### src/rtl/uart_tx_engine_if.sv
// ============================================================================
// uart_tx_engine_if : LCR, FIFO and serial-line signals of the UART TX engine
// Revision: 1.0
// ============================================================================
`default_nettype none

interface uart_tx_engine_if;
  logic       baud_pulse;
  logic [1:0] wls;
  logic       stb;
  logic       pen;
  logic       eps;
  logic       sticky_parity;
  logic       set_break;
  logic       fifo_empty;
  logic [7:0] fifo_dout;
  logic       fifo_pop;
  logic       tx;
  logic       tx_busy;
  logic       temt;

  modport slave (
    input  baud_pulse, wls, stb, pen, eps, sticky_parity, set_break,
    input  fifo_empty, fifo_dout,
    output fifo_pop, tx, tx_busy, temt
  );

  modport master (
    output baud_pulse, wls, stb, pen, eps, sticky_parity, set_break,
    output fifo_empty, fifo_dout,
    input  fifo_pop, tx, tx_busy, temt
  );
endinterface

`default_nettype wire

### src/rtl/uart_tx_engine.sv
// ============================================================================
// uart_tx_engine : 16550 serial transmitter, 5-8 data bits, parity, 1/1.5/2 stop
// Revision: 1.0
// ============================================================================
`default_nettype none

module uart_tx_engine (
  input  logic             clk,
  input  logic             rst,
  uart_tx_engine_if.slave  bus
);

  localparam logic [2:0] S_IDLE   = 3'd0;
  localparam logic [2:0] S_START  = 3'd1;
  localparam logic [2:0] S_DATA   = 3'd2;
  localparam logic [2:0] S_PARITY = 3'd3;
  localparam logic [2:0] S_STOP   = 3'd4;

  logic [2:0] state_q,   state_d;
  logic [3:0] tick_q,    tick_d;
  logic [2:0] bit_cnt_q, bit_cnt_d;
  logic [7:0] shift_q,   shift_d;
  logic [1:0] wls_q,     wls_d;
  logic       stb_q,     stb_d;
  logic       pen_q,     pen_d;
  logic       eps_q,     eps_d;
  logic       sticky_q,  sticky_d;
  logic       parity_q,  parity_d;
  logic       tx_q,      tx_d;
  logic       tx_busy_q, tx_busy_d;

  logic       w_bit_end;
  logic       w_stop_final;
  logic       w_load;
  logic [7:0] w_word_mask;
  logic       w_data_xor;
  logic       w_new_parity;

  assign w_bit_end = bus.baud_pulse && (tick_q == 4'd15);

  // With two stop bits selected, the second one is cut to half a bit for 5-bit words.
  always_comb begin
    w_stop_final = 1'b0;
    if (state_q == S_STOP && bus.baud_pulse) begin
      if (!stb_q) begin
        w_stop_final = (tick_q == 4'd15);
      end else if (bit_cnt_q[0]) begin
        w_stop_final = (wls_q == 2'b00) ? (tick_q == 4'd7) : (tick_q == 4'd15);
      end
    end
  end

  assign w_load = !bus.fifo_empty &&
                  (((state_q == S_IDLE) && bus.baud_pulse) || w_stop_final);

  always_comb begin
    case (bus.wls)
      2'b00:   w_word_mask = 8'h1F;
      2'b01:   w_word_mask = 8'h3F;
      2'b10:   w_word_mask = 8'h7F;
      default: w_word_mask = 8'hFF;
    endcase
  end

  assign w_data_xor   = ^(bus.fifo_dout & w_word_mask);
  assign w_new_parity = bus.sticky_parity ? ~bus.eps
                                          : (bus.eps ? w_data_xor : ~w_data_xor);

  always_comb begin
    state_d   = state_q;
    tick_d    = tick_q;
    bit_cnt_d = bit_cnt_q;
    shift_d   = shift_q;
    wls_d     = wls_q;
    stb_d     = stb_q;
    pen_d     = pen_q;
    eps_d     = eps_q;
    sticky_d  = sticky_q;
    parity_d  = parity_q;

    if (bus.baud_pulse) begin
      tick_d = tick_q + 4'd1;
    end

    case (state_q)
      S_IDLE: begin
        tick_d    = 4'd0;
        bit_cnt_d = 3'd0;
      end
      S_START: begin
        if (w_bit_end) begin
          state_d = S_DATA;
        end
      end
      S_DATA: begin
        if (w_bit_end) begin
          if (bit_cnt_q == {1'b1, wls_q}) begin
            bit_cnt_d = 3'd0;
            state_d   = pen_q ? S_PARITY : S_STOP;
          end else begin
            bit_cnt_d = bit_cnt_q + 3'd1;
            shift_d   = {1'b0, shift_q[7:1]};
          end
        end
      end
      S_PARITY: begin
        if (w_bit_end) begin
          bit_cnt_d = 3'd0;
          state_d   = S_STOP;
        end
      end
      S_STOP: begin
        if (w_stop_final) begin
          state_d   = S_IDLE;
          tick_d    = 4'd0;
          bit_cnt_d = 3'd0;
        end else if (w_bit_end) begin
          bit_cnt_d = 3'd1;
        end
      end
      default: begin
        state_d   = S_IDLE;
        tick_d    = 4'd0;
        bit_cnt_d = 3'd0;
      end
    endcase

    // A load from IDLE or from the last stop strobe overrides the per-state update.
    if (w_load) begin
      state_d   = S_START;
      tick_d    = 4'd0;
      bit_cnt_d = 3'd0;
      shift_d   = bus.fifo_dout;
      wls_d     = bus.wls;
      stb_d     = bus.stb;
      pen_d     = bus.pen;
      eps_d     = bus.eps;
      sticky_d  = bus.sticky_parity;
      parity_d  = w_new_parity;
    end
  end

  always_comb begin
    case (state_d)
      S_START:  tx_d = 1'b0;
      S_DATA:   tx_d = shift_d[0];
      S_PARITY: tx_d = parity_d;
      default:  tx_d = 1'b1;
    endcase
    if (bus.set_break) begin
      tx_d = 1'b0;
    end
    tx_busy_d = (state_d != S_IDLE);
  end

  always_ff @(posedge clk) begin
    if (rst) begin
      state_q   <= S_IDLE;
      tick_q    <= 4'd0;
      bit_cnt_q <= 3'd0;
      shift_q   <= 8'd0;
      wls_q     <= 2'd0;
      stb_q     <= 1'b0;
      pen_q     <= 1'b0;
      eps_q     <= 1'b0;
      sticky_q  <= 1'b0;
      parity_q  <= 1'b0;
      tx_q      <= 1'b1;
      tx_busy_q <= 1'b0;
    end else begin
      state_q   <= state_d;
      tick_q    <= tick_d;
      bit_cnt_q <= bit_cnt_d;
      shift_q   <= shift_d;
      wls_q     <= wls_d;
      stb_q     <= stb_d;
      pen_q     <= pen_d;
      eps_q     <= eps_d;
      sticky_q  <= sticky_d;
      parity_q  <= parity_d;
      tx_q      <= tx_d;
      tx_busy_q <= tx_busy_d;
    end
  end

  assign bus.fifo_pop = w_load && !rst;
  assign bus.tx       = tx_q;
  assign bus.tx_busy  = tx_busy_q;
  assign bus.temt     = (state_q == S_IDLE) && bus.fifo_empty;

endmodule

`default_nettype wire

### src/flat_wrapper.sv
// flat-port wrapper written by rule: the top's interface ports become plain ports
module uart_tx_engine_flat 
  (clk, rst, bus_baud_pulse, bus_wls, bus_stb, bus_pen, bus_eps, bus_sticky_parity, bus_set_break, bus_fifo_empty, bus_fifo_dout, bus_fifo_pop, bus_tx, bus_tx_busy, bus_temt);
  uart_tx_engine_if bus_i ();
  input  logic clk;
  input  logic rst;
  input wire logic [$bits(bus_i.baud_pulse)-1:0] bus_baud_pulse;
  input wire logic [$bits(bus_i.wls)-1:0] bus_wls;
  input wire logic [$bits(bus_i.stb)-1:0] bus_stb;
  input wire logic [$bits(bus_i.pen)-1:0] bus_pen;
  input wire logic [$bits(bus_i.eps)-1:0] bus_eps;
  input wire logic [$bits(bus_i.sticky_parity)-1:0] bus_sticky_parity;
  input wire logic [$bits(bus_i.set_break)-1:0] bus_set_break;
  input wire logic [$bits(bus_i.fifo_empty)-1:0] bus_fifo_empty;
  input wire logic [$bits(bus_i.fifo_dout)-1:0] bus_fifo_dout;
  output wire logic [$bits(bus_i.fifo_pop)-1:0] bus_fifo_pop;
  output wire logic [$bits(bus_i.tx)-1:0] bus_tx;
  output wire logic [$bits(bus_i.tx_busy)-1:0] bus_tx_busy;
  output wire logic [$bits(bus_i.temt)-1:0] bus_temt;
  assign bus_i.baud_pulse = bus_baud_pulse;
  assign bus_i.wls = bus_wls;
  assign bus_i.stb = bus_stb;
  assign bus_i.pen = bus_pen;
  assign bus_i.eps = bus_eps;
  assign bus_i.sticky_parity = bus_sticky_parity;
  assign bus_i.set_break = bus_set_break;
  assign bus_i.fifo_empty = bus_fifo_empty;
  assign bus_i.fifo_dout = bus_fifo_dout;
  assign bus_fifo_pop = bus_i.fifo_pop;
  assign bus_tx = bus_i.tx;
  assign bus_tx_busy = bus_i.tx_busy;
  assign bus_temt = bus_i.temt;
  uart_tx_engine u_core (.clk(clk), .rst(rst), .bus(bus_i));
endmodule
### config.mk
export PLATFORM = sky130hd
export DESIGN_NAME = uart_tx_engine_flat
export DESIGN_NICKNAME = d
export VERILOG_FILES = /design/src/rtl/uart_tx_engine_if.sv /design/src/rtl/uart_tx_engine.sv /design/src/flat_wrapper.sv
export SDC_FILE = /design/constraint.sdc
export NUM_CORES = 1
export LEC_CHECK = 0
export ABC_CLOCK_PERIOD_IN_PS = 3800
export CORE_ASPECT_RATIO = 1.1
export CORE_UTILIZATION = 50
export DETAILED_ROUTE_END_ITERATION = 10
export HOLD_SLACK_MARGIN = 0.12
export PLACE_DENSITY_LB_ADDON = 0.05
export SLEW_MARGIN = 0
export SYNTH_ARGS = -nofsm -noshare
export SYNTH_HDL_FRONTEND = slang
export SYNTH_SLANG_ARGS = --single-unit
### constraint.sdc
create_clock -name clk -period 3.8 [get_ports clk]
set_input_delay 0.76 -clock clk [delete_from_list [all_inputs] [get_ports clk]]
set_output_delay 0.76 -clock clk [all_outputs]
set_load 0.1 [all_outputs]
Power grid:
Scale: 8 px per um. Pins as bars on the die edge. Tap cells in grey.
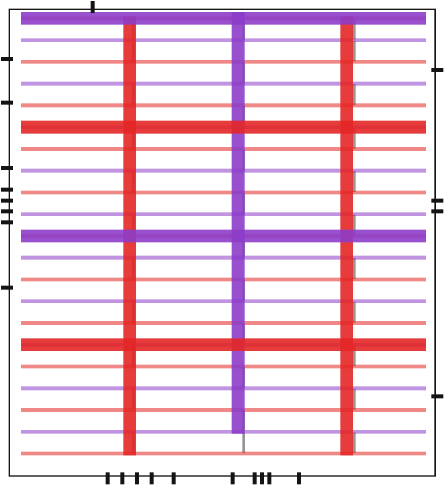
colour	net
purple	VDD
red	VSS
met4 straps	3
met1 rails	21

Placement by cell class:
Scale: 8 px per um. Fill, decap, tap and diode cells in grey.
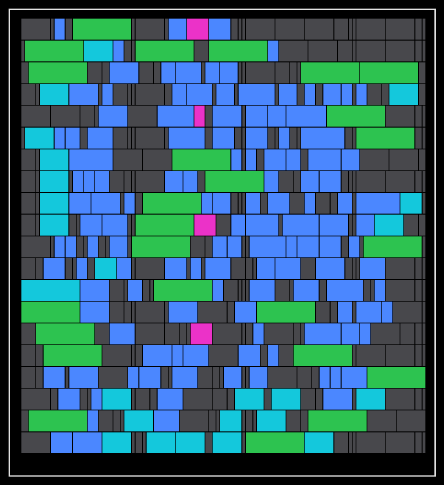
colour	class	cells
green	flops	25
cyan	other buffers and delay cells	24
magenta	clock drivers and dummy loads	4
blue	combinational and other logic	129

==> results.ini <==
[run_status]
status=finished clean

[route]
via_per_inst=5.702
drtIter0Drc=14
highest_layer=met4

[min_path]
hold_path_startpoint=u_core.shift_q[7]

[synthesis]
top_cells_by_count=dfxtp_1 (25), nor2_1 (24), mux2i_1 (11), xnor2_1 (8), a211oi_1 (7)
synth_cells=161
logic_family=simple AND/OR/NAND/NOR gates
netlist_area_sq_um=1434
area_leaders=dfxtp_1 (35%), mux2i_1 (7.7%), nor2_1 (6.3%)
simple_gate_area_share_pct=26.09
aoi_share_pct=16.75

[cts]
htree_levels=1
cts_sinks=25
cts_max_path_buffers=2
clk_latency_ns=0.32

[floorplanning]
coreArea_sq_um=2753
die_w_um=53.06
dieArea_sq_um=3086
top_level_ports=23

[finish]
comb_area_share_pct=51.39
final_cell_mix=dfxtp_1 (25), nor2_1 (24), clkdlybuf4s50_1 (20)
n_all_buffers=24

[timing]
period_used_pct=83.27
setup_ws_ns=0.6359

[pwr]
clock_power_mw=0.121
sequentialPower_mw=0.287

[worst_setup_path]
path_buffers=2
crit_path_start_kind=input port
r2r-end=u_core.parity_q
cp.depth=6
cp.required_ns=3.04
r2r_start=u_core.tick_q[0]
critical_path.top_delay_family=buffers and inverters

[global_route]
grt_use_met1_pct=24.35
gr-usage-met2_pct=38.88

Clock network drawn from the DEF:
Scale: 6 px per um.
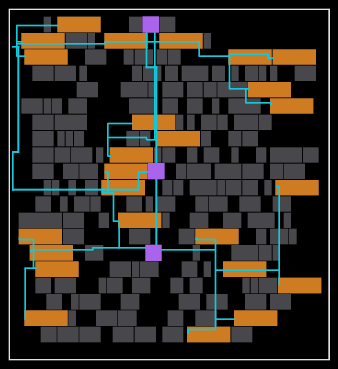
[purple] clock drivers | count: 3
[cyan] clock wires | length: 326 um
[orange] flip-flops | count: 25
flops lie	all over the die

Metal layers overlaid:
Scale: 8 px per um.
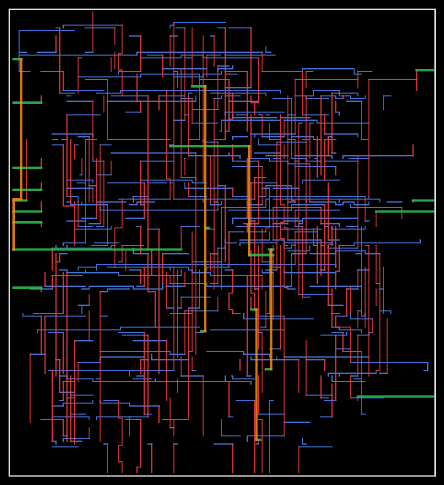
colour	layer	wire length
orange	metal 4	100 um
blue	metal 1	1320 um
green	metal 3	82.1 um
red	metal 2	1480 um

